==> src/rtl/mips_ctrl_pkg.sv <==
// Shared encodings and defaults for the MIPS pipeline hazard/stall control.
// Pure declarations; no logic, no latency.
package mips_ctrl_pkg;

   typedef enum logic [1:0] {
      ST_IDLE = 2'd0,
      ST_BUSY = 2'd1,
      ST_DONE = 2'd2
   } md_state_t;

   localparam logic [4:0] REG_ZERO = 5'd0;

   localparam int DEF_MULT_CYCLES = 4;
   localparam int DEF_DIV_CYCLES  = 32;
   localparam int DEF_CNT_W       = 6;
   localparam int DEF_PERF_W      = 16;

   // $zero is hard-wired, so a match on it is never a real dependency.
   function automatic logic reg_hit(input logic [4:0] src, input logic [4:0] dst);
      return (src != REG_ZERO) && (src == dst);
   endfunction

endpackage

==> src/rtl/md_sequencer.sv <==
// Mult/div sequencer: IDLE -> BUSY (N cycles) -> DONE (hilo_we) -> IDLE.
// md_start is registered (first BUSY cycle); issue is refused while hazard is high or not IDLE.
module md_sequencer
   import mips_ctrl_pkg::*;
#(
   parameter int MULT_CYCLES = DEF_MULT_CYCLES,
   parameter int DIV_CYCLES  = DEF_DIV_CYCLES,
   parameter int CNT_W       = DEF_CNT_W
) (
   input  logic clk,
   input  logic rst_n,
   input  logic i_md_op,
   input  logic i_md_div,
   input  logic i_hazard,
   output logic o_md_start,
   output logic o_md_busy,
   output logic o_hilo_we
);

   localparam logic [CNT_W-1:0] MULT_LD = CNT_W'(MULT_CYCLES - 1);
   localparam logic [CNT_W-1:0] DIV_LD  = CNT_W'(DIV_CYCLES - 1);

   generate
      if ((MULT_CYCLES < 1) || (MULT_CYCLES > (1 << CNT_W))) begin : g_bad_mult
         $error("md_sequencer: MULT_CYCLES out of range for CNT_W");
      end
      if ((DIV_CYCLES < 1) || (DIV_CYCLES > (1 << CNT_W))) begin : g_bad_div
         $error("md_sequencer: DIV_CYCLES out of range for CNT_W");
      end
   endgenerate

   md_state_t        r_state;
   md_state_t        w_state_nxt;
   logic [CNT_W-1:0] r_cnt;
   logic [CNT_W-1:0] w_cnt_nxt;
   logic             r_md_start;
   logic             w_issue;

   assign w_issue = i_md_op & (r_state == ST_IDLE) & ~i_hazard;

   always_ff @(posedge clk or negedge rst_n) begin
      if (!rst_n) begin
         r_state    <= ST_IDLE;
         r_cnt      <= '0;
         r_md_start <= 1'b0;
      end else begin
         r_state    <= w_state_nxt;
         r_cnt      <= w_cnt_nxt;
         r_md_start <= w_issue;
      end
   end

   always_comb begin
      w_state_nxt = r_state;
      w_cnt_nxt   = r_cnt;
      case (r_state)
         ST_IDLE: begin
            if (w_issue) begin
               w_state_nxt = ST_BUSY;
               w_cnt_nxt   = i_md_div ? DIV_LD : MULT_LD;
            end
         end
         ST_BUSY: begin
            if (r_cnt == '0) begin
               w_state_nxt = ST_DONE;
            end else begin
               w_cnt_nxt = r_cnt - 1'b1;
            end
         end
         ST_DONE: begin
            w_state_nxt = ST_IDLE;
         end
         default: begin
            w_state_nxt = ST_IDLE;
            w_cnt_nxt   = '0;
         end
      endcase
   end

   always_comb begin
      o_md_start = r_md_start;
      o_md_busy  = (r_state != ST_IDLE);
      o_hilo_we  = (r_state == ST_DONE);
   end

endmodule

==> src/rtl/pipe_stall_ctrl.sv <==
// Hazard stall/flush control for the 5-stage MIPS pipe plus mult/div sequencing and stall counter.
// Stall/flush are combinational from decode/EX/MEM fields; md_start/hilo_we/perf count are registered.
module pipe_stall_ctrl
   import mips_ctrl_pkg::*;
#(
   parameter int MULT_CYCLES = DEF_MULT_CYCLES,
   parameter int DIV_CYCLES  = DEF_DIV_CYCLES,
   parameter int CNT_W       = DEF_CNT_W,
   parameter int PERF_W      = DEF_PERF_W
) (
   input  logic              clk,
   input  logic              rst_n,
   input  logic [4:0]        rs_d,
   input  logic [4:0]        rt_d,
   input  logic              branch_d,
   input  logic              pcsrc_d,
   input  logic              md_op_d,
   input  logic              md_div_d,
   input  logic              mfhilo_d,
   input  logic              memtoreg_e,
   input  logic              regwrite_e,
   input  logic [4:0]        writereg_e,
   input  logic              memtoreg_m,
   input  logic [4:0]        writereg_m,
   input  logic              perf_clr,
   output logic              stall_f,
   output logic              stall_d,
   output logic              flush_d,
   output logic              flush_e,
   output logic              md_start,
   output logic              md_busy,
   output logic              hilo_we,
   output logic [PERF_W-1:0] perf_stall_cnt
);

   logic              w_hit_e;
   logic              w_hit_m;
   logic              w_lwstall;
   logic              w_brstall;
   logic              w_mdstall;
   logic              w_stall;
   logic              w_md_busy;
   logic [PERF_W-1:0] r_perf_cnt;

   assign w_hit_e = reg_hit(rs_d, writereg_e) | reg_hit(rt_d, writereg_e);
   assign w_hit_m = reg_hit(rs_d, writereg_m) | reg_hit(rt_d, writereg_m);

   // Branch operands are compared in decode, so any in-flight producer not yet forwardable blocks it.
   assign w_lwstall = memtoreg_e & w_hit_e;
   assign w_brstall = branch_d & ((regwrite_e & w_hit_e) | (memtoreg_m & w_hit_m));
   assign w_mdstall = w_md_busy & (md_op_d | mfhilo_d);
   assign w_stall   = w_lwstall | w_brstall | w_mdstall;

   assign stall_f = w_stall;
   assign stall_d = w_stall;
   assign flush_e = w_stall;
   assign flush_d = pcsrc_d & ~w_stall;

   md_sequencer #(
      .MULT_CYCLES (MULT_CYCLES),
      .DIV_CYCLES  (DIV_CYCLES),
      .CNT_W       (CNT_W)
   ) u_md_seq (
      .clk        (clk),
      .rst_n      (rst_n),
      .i_md_op    (md_op_d),
      .i_md_div   (md_div_d),
      .i_hazard   (w_lwstall | w_brstall),
      .o_md_start (md_start),
      .o_md_busy  (w_md_busy),
      .o_hilo_we  (hilo_we)
   );

   assign md_busy = w_md_busy;

   always_ff @(posedge clk or negedge rst_n) begin
      if (!rst_n) begin
         r_perf_cnt <= '0;
      end else if (perf_clr) begin
         r_perf_cnt <= '0;
      end else if (w_stall && (r_perf_cnt != '1)) begin
         r_perf_cnt <= r_perf_cnt + 1'b1;
      end
   end

   assign perf_stall_cnt = r_perf_cnt;

endmodule

==> config.mk <==
export PLATFORM = sky130hd
export DESIGN_NAME = pipe_stall_ctrl
export DESIGN_NICKNAME = d
export VERILOG_FILES = /design/src/rtl/mips_ctrl_pkg.sv /design/src/rtl/md_sequencer.sv /design/src/rtl/pipe_stall_ctrl.sv
export SDC_FILE = /design/constraint.sdc
export NUM_CORES = 1
export LEC_CHECK = 0
export CORE_AREA = 2 2 71 73
export CTS_BUF_LIST = sky130_fd_sc_hd__clkbuf_4
export DETAILED_ROUTE_END_ITERATION = 10
export DIE_AREA = 0 0 73 75
export PLACE_DENSITY = 0.74
export SYNTH_ARGS = -nofsm -noshare
export SYNTH_HDL_FRONTEND = slang
export SYNTH_SLANG_ARGS = --single-unit
==> constraint.sdc <==
create_clock -name clk -period 2.8 [get_ports clk]
set_input_delay 0.28 -clock clk [delete_from_list [all_inputs] [get_ports clk]]
set_output_delay 0.28 -clock clk [all_outputs]
set_load 0.02 [all_outputs]
==> changes_impl.md, run 1 <==
### Implementation results

* Status: finished, final reports clean
* Reg2reg start: perf_stall_cnt[3]$_DFFE_PN0P_
* Post-CTS sizing at 0
* Slowest cell on crit path: clkdlybuf4s50_1
* Most common logic cells in the final layout: 52 x clkdlybuf4s50_1, 25 x dfrtp_1, 18 x nor2_1
* Critical-path maximum fanout at 7
* Final-layout clock-cell area share at 1.26%
* Reg power frac at 38.9%
* WL/cell at 14.6 µm
* HP Class: in -> async
* Placed Area at 2350 µm²
* Clk sinks at 25
* Most common cell type on the critical path: clkdlybuf4s50_1
* Yosys stat area at 1760 µm²
* First-pass GRT wire length at 7380 µm
* RSZ-0062 raised after global routing: no
* Setup TNS at 0 ps
* Final Cell Area at 2390 µm²
* Comb/total area at 44.5%
* Clock power frac at 13.5%
* Gr usage total at 17.1%
* Final Hold Fails at 0
* Filler cells at 426
* Main area contributors: dfrtp_1 36%, xor2_1 6.0%, xnor2_1 5.5%
* Post-Synth AOI/OAI Area at 18.9%
* Fin crit share at 92.2%
* Fraction of area in registers at 26.2%
* Total CTS buffers at 3
* Multi-In Gates at 154
* Xor/xnor share at 11.5%
* Switching pwr at 520 µW
* Setup WS pre-CTS at 45.2 ps
* Finished Layout Cells at 303
* Switching Fraction at 40.4%
* P_int at 767 µW
* CTS Hold Bufs at 0
* Grt ovf at 0
* Max-slew violation count at 0
* CP arrival at 2300 ps
* Floorplan net count at 228
* Slowest cell delay on critical path at 630 ps
* Buffers added on ports at 53
* Max IR drop VDD at 0.378 mV
* Max power group: combinational logic
* Cell Pwr Density at 539 nW/µm²
* Mapped Area at 1760 µm²
* Number of flip-flops in the largest register at 16
* # DRC at 0
* Count leader, synth: dfrtp_1
* Avg Cell Area, Syn at 9.02 µm²
* Pre-Repair DR Iteration Count at 4
* Routed WL at 4420 µm
* AND/OR/NAND/NOR Cells, Area Fraction at 26.0%
* Max-cap violation count at 0
* Endpoints failing setup at 0
* Final nets at 283
* Data buffer area share at 23.9%
* Post-CTS Setup Inserts at 0
* Initial core utilization at 37.7%
* Async S/R FF share, synth at 100%
* Seq_cells at 25
* Placed cells at 299
* Nonclk inv count at 8
* Layout clock buffer count at 3
* Rel. slew slack at 46.8%
* Cells along the critical path: clkdlybuf4s50_1, xor2_1, nor3_1, nand4_1, a21o_1, nand3_2, clkdlybuf4s50_1
* Max Clk Rate at 388 MHz
* Mux share at 2.49%
* Clk Latency, worst-skew pair at 340 ps
* Total core area at 4660 µm²
==> run 1: metal layers <==
| layer | share of wire (%) | routed length (µm) | global-route usage (%) | vias to the layer above |
|---|---|---|---|---|
| met5 | 0 | 0 | 0 | - |
| met3 | 3.5 | 153 | 3.35 | 2 |
| met4 | 0.18 | 8 | 2.26 | 0 |
| met2 | 51 | 2240 | 31.6 | 35 |
| li1 | - | - | - | 816 |
| met1 | 46 | 2010 | 21.3 | 777 |
==> run 1: critical path, delay by kind of cell <==
| family | cells | cell delay, ps |
|---|---|---|
| AND/OR/NAND/NOR | 3 | 490 |
| XOR/XNOR | 1 | 210 |
| AND-OR/OR-AND | 1 | 200 |
| buffers and inverters | 2 | 1120 |
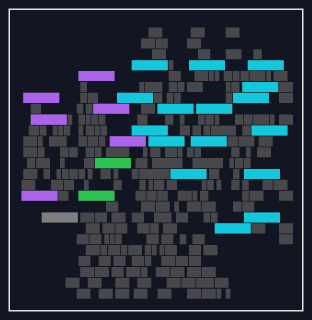
run_1/flops_by_reg.png
(4 px per µm) Other sequential cells in the stronger grey, the rest of the logic in the fainter grey.
Green marks `u_md_seq.r_state`, flops 2. Purple marks `u_md_seq.r_cnt`, flops 6. Cyan marks `perf_stall_cnt`, flops 16.
total sequential power: 501 µW
flip-flop and latch area: 626 µm²
Util after Layout: 51.2%

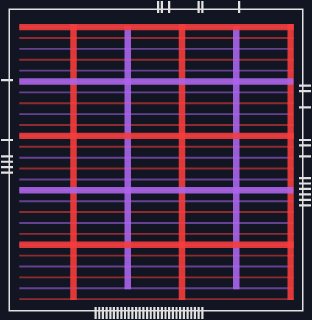
run_1/power_grid.png
(4 px per µm) Pins as bars on the die edge.
Red marks VSS. Purple marks VDD.
5 straps on met5. 5 straps on met4. The core has 25 rows. 54 signal pins sit on the boundary. 26 met1 rails follow the rows.

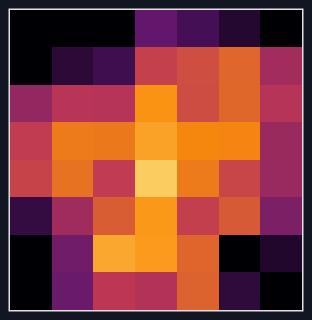
run_1/cell_density.png
(4 px per µm) 7 x 8 tiles, from black (low) to pale yellow (high), 0 to 100% covered.
16% of the tiles are nearly empty. The emptiest ninth of the die: north-west. The densest ninth of the die: centre. The fullest tile reaches 89%. 11% of the tiles are over 75% full. The mean over all tiles is 42%.

--- run 2 (diff from run 1) ---
Settings changed: GPL_TIMING_DRIVEN from default to 0.
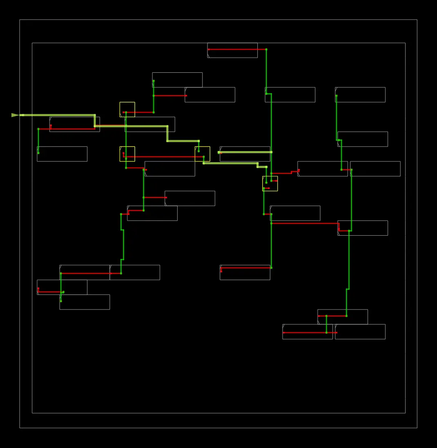
run_2/clocks.png
P_clk: 177 µW
Clock Skew: 20.5 ps
clk sinks: 25

==> run 2 against run 1 <==
Effect of this change:
- via count shrank 0.31%
- routed wire length fell by 4.1%
- sequential share of layout area fell by 0.29 points
- clock-buffer cell count grew 1
- first-iteration DRC count increased by 14%
- maximum frequency decreased by 4.7%
==> changes_impl.md, run 2 <==
### Implementation results

* Mux share at 2.49%
* Cells along the critical path: clkdlybuf4s50_1, xor2_1, nor3_1, and4_1, o211ai_4, nand3_4, buf_4, clkdlybuf4s50_1
* Rel. slew slack at 23.3%
* Clk buf depth at 2
* # Cells Yosys at 195
* Count leader, synth: dfrtp_1
* Largest net degree at the start of global routing at 26
* Floorplan net count at 228
* Final Cell Area at 2410 µm²
* Total core area at 4660 µm²
* Max IR drop VDD at 0.445 mV
* Uppermost routed layer: met4
* Buffers added on ports at 53
* Dominant flop cell: dfrtp_1
* M1 WL at 1980 µm
* Yosys stat area at 1760 µm²
* First-pass GRT wire length at 7020 µm
* CTS tree: yes
* Initial antenna violation count at 0
* DIE AREA at 5480 µm²
* Async S/R FF share, synth at 100%
* Yosys cell types at 49
* Routed wl met2 at 2080 µm
* Clock slew at reported path FFs at 150 ps
* LEAKAGE at 0.000987 µW
* Fin crit share at 96.7%
* Yosys top cell by area: dfrtp_1
* CP Depth at 8
* DRT antenna net count at 0
* Vias per cell at 5.29
* Slowest cell on crit path: clkdlybuf4s50_1
* Row Count at 25
* Most common logic cells in the final layout: 52 x clkdlybuf4s50_1, 25 x dfrtp_1, 18 x nor2_1
* Util after Layout at 51.8%
* Max Clk Rate at 369 MHz
* Reg2reg start: u_md_seq.r_state[0]$_DFFE_PN0P_
* Layout cells sized above 1 at 8.70%
* Startpoint types: input pin
* Most numerous logic cell after layout: clkdlybuf4s50_1
* GR Util met3 at 3.21%
* Number of flip-flops in the largest register at 16
* CTS Hold Bufs at 0
* Gr busiest metal: met2
* CP arrival at 2430 ps
* RSZ-0062 raised after global routing: no
* Initial core utilization at 37.7%
* Mapped Area at 1760 µm²
* Synth Instances at 195
* Gr usage total at 16.1%
* Tool warnings at 26
* Setup TNS at 0 ps
* Post-CTS sizing at 3
* Clk Latency, worst-skew pair at 330 ps
* FF-to-FF path depth at 9
* Status: finished, final reports clean
* Comb area at 1080 µm²
* Total CTS buffers at 3
* Cell Pwr Density at 537 nW/µm²
* EDFF count, synth at 0
* Setup WS pre-CTS at -163 ps
* Most common cell type on the critical path: clkdlybuf4s50_1
* Final WS setup at 93.0 ps
* Worst hold slack at 535 ps
* Slowest cell delay on critical path at 590 ps
* Max-slew violation count at 0
* Worst reg2reg setup slack at 460 ps
* Pre-Repair DR Iteration Count at 4
* Placed Area at 2360 µm²
* AND/OR/NAND/NOR Cells, Area Fraction at 26.0%
* Syn. warnings at 0
* Sequential element share of the synthesized area at 35.6%
* HP Class: in -> async
* Final Hold Fails at 0
* Endpoints failing setup at 0
* Post-Synth AOI/OAI Area at 18.9%
* DP Wirelength at 3320 µm
* Area grow syn2layout at 37.3%
* Io pins at 54
* # DRC at 0
* Crit. End Element: output pin
* Vias in the first global route at 1,489
* CTS H-tree depth at 1
* Grt ovf at 0
* CP top delay family: buffers and inverters
* Met3 WL post-DR at 154 µm
* Flip-flop and latch area at 626 µm²
* Tmin final at 2710 ps
* WL/cell at 13.8 µm
* Global-route track usage on met1 at 22.0%
* Finished Layout Cells at 307
* Avg Cell Area, Syn at 9.02 µm²
* Commonest cells in the netlist: 25 x dfrtp_1, 18 x nor2_1, 14 x a21oi_1
* Critical-path maximum fanout at 7
* Max-cap violation count at 0
* CP required at 2520 ps
* Placed cells at 302
* Xor/xnor share at 11.5%
* Main area contributors: dfrtp_1 36%, xor2_1 6.0%, xnor2_1 5.5%
* Chip Height at 75 µm
* WP buf/inv at 3
* Post-CTS Setup Inserts at 0
* Final nets at 287
* Reg-to-reg endpoint: perf_stall_cnt[13]$_DFFE_PN0P_
* Filler cells at 426
* Critical path class: in -> out
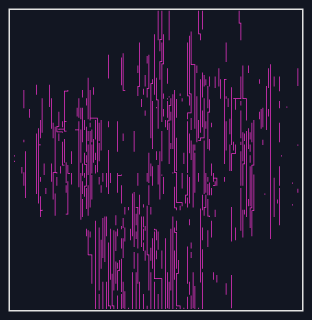
run_2/layer_met2.png
(4 px per µm)
The layer carries 2,080 µm of wire. 237 nets have wire on it. The longest straight run is 43.5 µm. The wires run mostly vertical. The layer holds 49% of the routed length.
detailed-route via count: 1,625
met2 usage in global routing: 27.2%
Routed WL: 4230 µm

[run 2: cell counts after synthesis]
No cell type changed its count.
[run 2: cell type report]
type	instances	area share (%)
tap	54	2.80
clock buffer	4	1.24
buffer	8	1.81
sequential	25	25.9
inverter	8	1.24
multi-input combinational	154	44.7
timing repair buffer	54	22.2
[run 2: worst max path at each step]
stage                                             start                             to
after floorplan           perf_stall_cnt[4]$_DFFE_PN0P_  perf_stall_cnt[2]$_DFFE_PN0P_
after global placement                          rt_d[3]                        flush_d
after detailed placement                        rt_d[3]                        flush_d
after CTS                                       rt_d[3]                        stall_d
after global routing                            rs_d[3]                        stall_d
final                                           rs_d[0]                        stall_d
[run 2: power by group]
group	total, µW	switching, µW	internal [µW]
clock network	177	111	65.4
registers	487	59.4	427
logic	634	338	296
Power figures rest on the tool's default switching activity, not on a simulated workload.
